==> config.mk <==
export PLATFORM = sky130hd
export DESIGN_NAME = imc_array_sequencer
export DESIGN_NICKNAME = d
export VERILOG_FILES = /design/src/rtl/imc_array_sequencer.sv
export SDC_FILE = /design/constraint.sdc
export NUM_CORES = 1
export LEC_CHECK = 0
export CAP_MARGIN = 0
export CORE_ASPECT_RATIO = 1.2
export CORE_MARGIN = 2
export CORE_UTILIZATION = 44
export DETAILED_ROUTE_END_ITERATION = 8
export PLACE_DENSITY_LB_ADDON = 0.25
export RECOVER_POWER = 25
export SYNTH_ARGS = -nofsm -noshare
export SYNTH_HDL_FRONTEND = slang
export SYNTH_SLANG_ARGS = --single-unit
==> constraint.sdc <==
create_clock -name clk -period 2.6 [get_ports clk]
set_clock_uncertainty 0.15 [all_clocks]
set_input_delay 0.52 -clock clk [delete_from_list [all_inputs] [get_ports clk]]
set_output_delay 0.52 -clock clk [all_outputs]
set_load 0.1 [all_outputs]
==> src/rtl/imc_array_sequencer.sv <==
// Phase sequencer for the 16x16 in-memory-compute SRAM macro: expands one-cycle
// WRITE/COMPUTE/READ commands into registered control waveforms and returns results.
module imc_array_sequencer #(
    parameter int unsigned PRE_CYC  = 2,
    parameter int unsigned EVAL_CYC = 2,
    parameter int unsigned SA_CYC   = 1
) (
    input  logic        clk,
    input  logic        reset_n,
    input  logic        cntrl_reset,
    input  logic        cmd_valid,
    output logic        cmd_ready,
    input  logic [1:0]  cmd_op,
    input  logic [3:0]  cmd_row,
    input  logic [15:0] cmd_data,
    output logic        PRE_SRAM,
    output logic        PRE_VLSA,
    output logic        PRE_CLSA,
    output logic        PRE_A,
    output logic        WE,
    output logic        EN,
    output logic        SAEN,
    output logic [15:0] WWL,
    output logic [15:0] RWL,
    output logic [15:0] RWLB,
    output logic [15:0] Din,
    input  logic [63:0] adc_in,
    input  logic [15:0] sa_in,
    output logic        rsp_valid,
    input  logic        rsp_ready,
    output logic [63:0] rsp_data,
    output logic        busy
);

    typedef enum logic [2:0] {
        ST_IDLE    = 3'd0,
        ST_PRE     = 3'd1,
        ST_WRITE   = 3'd2,
        ST_EVAL    = 3'd3,
        ST_SENSE   = 3'd4,
        ST_CAPTURE = 3'd5,
        ST_RESP    = 3'd6
    } state_t;

    localparam logic [1:0] OP_NOP   = 2'b00;
    localparam logic [1:0] OP_WRITE = 2'b01;
    localparam logic [1:0] OP_READ  = 2'b11;

    localparam logic [3:0] PRE_LOAD   = 4'(PRE_CYC - 1);
    localparam logic [3:0] EVAL_LOAD  = 4'(EVAL_CYC - 1);
    localparam logic [3:0] SA_LOAD    = 4'(SA_CYC - 1);
    localparam logic [3:0] WRITE_LOAD = 4'd1;

    function automatic logic [15:0] onehot16(input logic [3:0] row);
        return 16'h0001 << row;
    endfunction

    state_t      state_r, state_s;
    logic [3:0]  cnt_r, cnt_s;
    logic [1:0]  op_r, op_sel_s;
    logic [3:0]  row_r;
    logic [15:0] data_r;
    logic        accept_s;

    logic        cmd_ready_s, busy_s, rsp_valid_s;
    logic        pre_sram_s, pre_vlsa_s, pre_clsa_s, pre_a_s, we_s, en_s, saen_s;
    logic [15:0] wwl_s, rwl_s, rwlb_s, din_s;

    // cmd_ready is only ever high in IDLE, and the synchronous clear blocks acceptance
    assign accept_s = cmd_valid & cmd_ready & ~cntrl_reset;
    // PRE outputs are decoded on the acceptance edge, before op_r holds the new opcode
    assign op_sel_s = accept_s ? cmd_op : op_r;

    // Next-state and phase-counter logic
    always_comb begin
        state_s = state_r;
        cnt_s   = cnt_r;
        if (cntrl_reset) begin
            state_s = ST_IDLE;
            cnt_s   = 4'd0;
        end else begin
            case (state_r)
                ST_IDLE: begin
                    if (accept_s && (cmd_op != OP_NOP)) begin
                        state_s = ST_PRE;
                        cnt_s   = PRE_LOAD;
                    end else begin
                        state_s = ST_IDLE;
                    end
                end
                ST_PRE: begin
                    if (cnt_r != 4'd0) begin
                        cnt_s = cnt_r - 4'd1;
                    end else if (op_r == OP_WRITE) begin
                        state_s = ST_WRITE;
                        cnt_s   = WRITE_LOAD;
                    end else begin
                        state_s = ST_EVAL;
                        cnt_s   = EVAL_LOAD;
                    end
                end
                ST_WRITE: begin
                    if (cnt_r != 4'd0) begin
                        cnt_s = cnt_r - 4'd1;
                    end else begin
                        state_s = ST_IDLE;
                    end
                end
                ST_EVAL: begin
                    if (cnt_r != 4'd0) begin
                        cnt_s = cnt_r - 4'd1;
                    end else begin
                        state_s = ST_SENSE;
                        cnt_s   = SA_LOAD;
                    end
                end
                ST_SENSE: begin
                    if (cnt_r != 4'd0) begin
                        cnt_s = cnt_r - 4'd1;
                    end else begin
                        state_s = ST_CAPTURE;
                    end
                end
                ST_CAPTURE: state_s = ST_RESP;
                ST_RESP: begin
                    if (rsp_ready) begin
                        state_s = ST_IDLE;
                    end else begin
                        state_s = ST_RESP;
                    end
                end
                default: state_s = ST_IDLE;
            endcase
        end
    end

    // Moore decode of the next state, registered below so outputs line up with the state
    always_comb begin
        cmd_ready_s = 1'b0;
        rsp_valid_s = 1'b0;
        pre_sram_s  = 1'b0;
        pre_vlsa_s  = 1'b0;
        pre_clsa_s  = 1'b0;
        pre_a_s     = 1'b0;
        we_s        = 1'b0;
        en_s        = 1'b0;
        saen_s      = 1'b0;
        wwl_s       = 16'h0000;
        rwl_s       = 16'h0000;
        rwlb_s      = 16'h0000;
        din_s       = 16'h0000;
        busy_s      = (state_s != ST_IDLE);
        case (state_s)
            ST_IDLE: cmd_ready_s = 1'b1;
            ST_PRE: begin
                pre_sram_s = 1'b1;
                if (op_sel_s != OP_WRITE) begin
                    pre_vlsa_s = 1'b1;
                    pre_clsa_s = 1'b1;
                    pre_a_s    = 1'b1;
                end else begin
                    pre_vlsa_s = 1'b0;
                    pre_clsa_s = 1'b0;
                    pre_a_s    = 1'b0;
                end
            end
            ST_WRITE: begin
                wwl_s = onehot16(row_r);
                we_s  = 1'b1;
                din_s = data_r;
            end
            ST_EVAL, ST_SENSE: begin
                if (op_r == OP_READ) begin
                    rwl_s  = onehot16(row_r);
                    rwlb_s = 16'h0000;
                end else begin
                    rwl_s  = data_r;
                    rwlb_s = ~data_r;
                end
                en_s   = 1'b1;
                saen_s = (state_s == ST_SENSE);
            end
            ST_CAPTURE: cmd_ready_s = 1'b0;
            ST_RESP:    rsp_valid_s = 1'b1;
            default:    cmd_ready_s = 1'b0;
        endcase
    end

    // State, phase counter and registered outputs
    always_ff @(posedge clk or negedge reset_n) begin
        if (!reset_n) begin
            state_r   <= ST_IDLE;
            cnt_r     <= 4'd0;
            cmd_ready <= 1'b0;
            busy      <= 1'b0;
            rsp_valid <= 1'b0;
            PRE_SRAM  <= 1'b0;
            PRE_VLSA  <= 1'b0;
            PRE_CLSA  <= 1'b0;
            PRE_A     <= 1'b0;
            WE        <= 1'b0;
            EN        <= 1'b0;
            SAEN      <= 1'b0;
            WWL       <= 16'h0000;
            RWL       <= 16'h0000;
            RWLB      <= 16'h0000;
            Din       <= 16'h0000;
        end else begin
            state_r   <= state_s;
            cnt_r     <= cnt_s;
            cmd_ready <= cmd_ready_s;
            busy      <= busy_s;
            rsp_valid <= rsp_valid_s;
            PRE_SRAM  <= pre_sram_s;
            PRE_VLSA  <= pre_vlsa_s;
            PRE_CLSA  <= pre_clsa_s;
            PRE_A     <= pre_a_s;
            WE        <= we_s;
            EN        <= en_s;
            SAEN      <= saen_s;
            WWL       <= wwl_s;
            RWL       <= rwl_s;
            RWLB      <= rwlb_s;
            Din       <= din_s;
        end
    end

    // Command operands latched at acceptance and result capture
    always_ff @(posedge clk or negedge reset_n) begin
        if (!reset_n) begin
            op_r     <= 2'b00;
            row_r    <= 4'd0;
            data_r   <= 16'h0000;
            rsp_data <= 64'h0;
        end else if (cntrl_reset) begin
            op_r     <= 2'b00;
            row_r    <= 4'd0;
            data_r   <= 16'h0000;
            rsp_data <= 64'h0;
        end else begin
            if (accept_s) begin
                op_r   <= cmd_op;
                row_r  <= cmd_row;
                data_r <= cmd_data;
            end
            if (state_r == ST_CAPTURE) begin
                rsp_data <= (op_r == OP_READ) ? {48'h0, sa_in} : adc_in;
            end
        end
    end

endmodule

==> images/met1.png <==
Cells faint in the background.
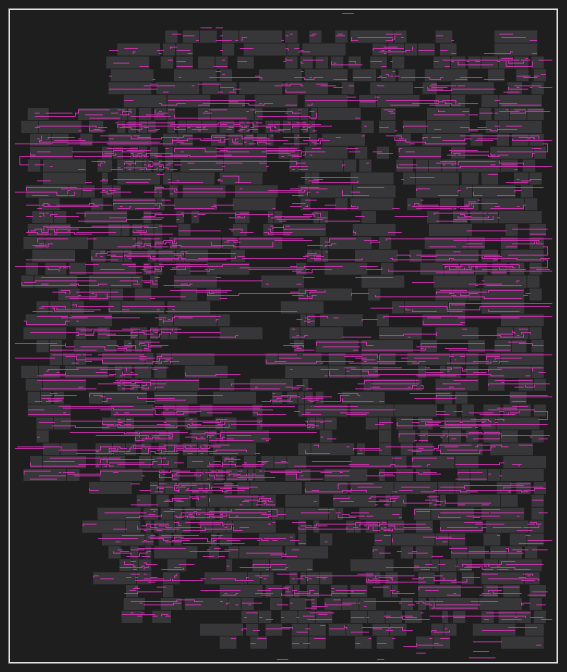
main direction: horizontal
longest straight run: 36.3 µm
nets with wire on the layer: 769
wire length on this layer: 7420 µm
sum of routed wire length over all layers: 19200 µm
routed vias: 5344
routing usage on met1: 0.276

==> images/met2.png <==
Bar = 20 µm.
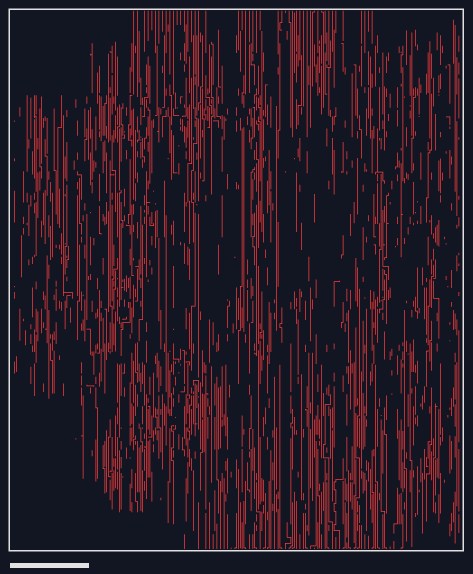
share of all routed wire: 50%
longest straight run: 57.1 µm
grt met2 use: 0.392

==> images/met3.png <==
Bar = 20 µm.
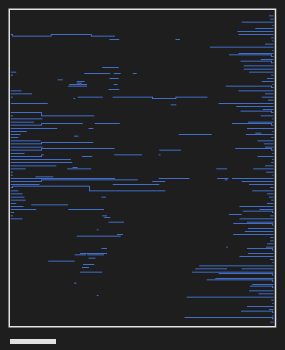
wire length on this layer: 1950 µm
nets with wire on the layer: 176
main direction: horizontal
met3 demand-to-capacity share in global routing: 0.101

==> out/qor.rpt <==
LOGIC SYNTHESIS
-------------------------------------------------------------------------------
Xor/xnor cell area share of the yosys netlist                                 0
Mux cell area share                                                      0.0291
Area of the mapped netlist                                          0.00654 mm²
Library cell with the highest instance count after synthesis            dfrtp_1
Average cell area after synthesis                                      12.1 µm²
Top-area cell type share of the netlist area                              0.631

PWR
-------------------------------------------------------------------------------
Fraction of power consumed by the clock network                           0.338
Pwr Total                                                               7.51 mW

GRT
-------------------------------------------------------------------------------
Antenna violations before repair                                              2

FLOORPLANNING
-------------------------------------------------------------------------------
Area of the placeable core                                           0.0145 mm²
Init Core Util                                                            0.452

FINAL LAYOUT
-------------------------------------------------------------------------------
Finished Core Util                                                        0.653
Top logic cell by instance count in the layout                          dfrtp_1
Multi-input gate share of the layout cell area                            0.224
Area occupied by multi-input gates                                  0.00212 mm²
Count of clock buffers in the final design                                   22
Count of filler cells inserted in the layout                               1139
Non-Clock Inverter Count                                                     21

TIMING
-------------------------------------------------------------------------------
Setup repair after global routing missed its margin                          no
Fin crit share                                                            0.927
Min Tclk post-route                                                     2.41 ns
Max frequency                                                         0.415 GHz

MIN PATH
-------------------------------------------------------------------------------
Start point of the worst hold path                                 rsp_data[15]$_DFFE_PN0P_

DETAILED ROUTING
-------------------------------------------------------------------------------
Detailed route wirelength on metal2                                     9500 µm
Highest layer used for signal routing                                      met5
Detailed-routing iteration count for the pre-antenna-repair pass              5
Met3 routed WL                                                          1950 µm

STATUS
-------------------------------------------------------------------------------
Run status                                                         finished clean

PLACED DESIGN
-------------------------------------------------------------------------------
Number of instances in the placed design                                    951
Placed cell area                                                    0.00884 mm²

CRITICAL PATH
-------------------------------------------------------------------------------
Cells on worst reg2reg path                                                   6
Highest fanout seen on the critical path                                     16

-- flip-flops by register name (all words and copies together) (netlist names), 2 cells and up --
register  count
state_r       3
row_r         4
RWL          16
RWLB         16
WWL          16
data_r       16
rsp_data     64
cnt_r         4
op_r          2
Din          16
-- timing repair --
| action | CTS | global route |
|---|---|---|
| hold endpoints to repair | 60 | 0 |
| hold buffers | 1 | 0 |
| setup endpoints to repair | 0 | 9 |
| gates resized | 0 | 2 |
-- power groups by stage --
stage	Clock (mW)	Sequential, mW	Combinational (mW)
floorplan	0	3.51	0.890
global placement	0	2.90	2.03
detailed placement	0	2.91	2.07
CTS	2.59	2.87	2.08
global route	2.70	2.89	2.22
finish	2.54	2.87	2.10
-- tightest hold or removal path: cells and delay by family (launching register included) --
kind	cells	cell delay, ns
flops	1	0.34
simple gates	1	0.04
compound gates	1	0.06
Power is estimated from default activity; no workload was simulated.
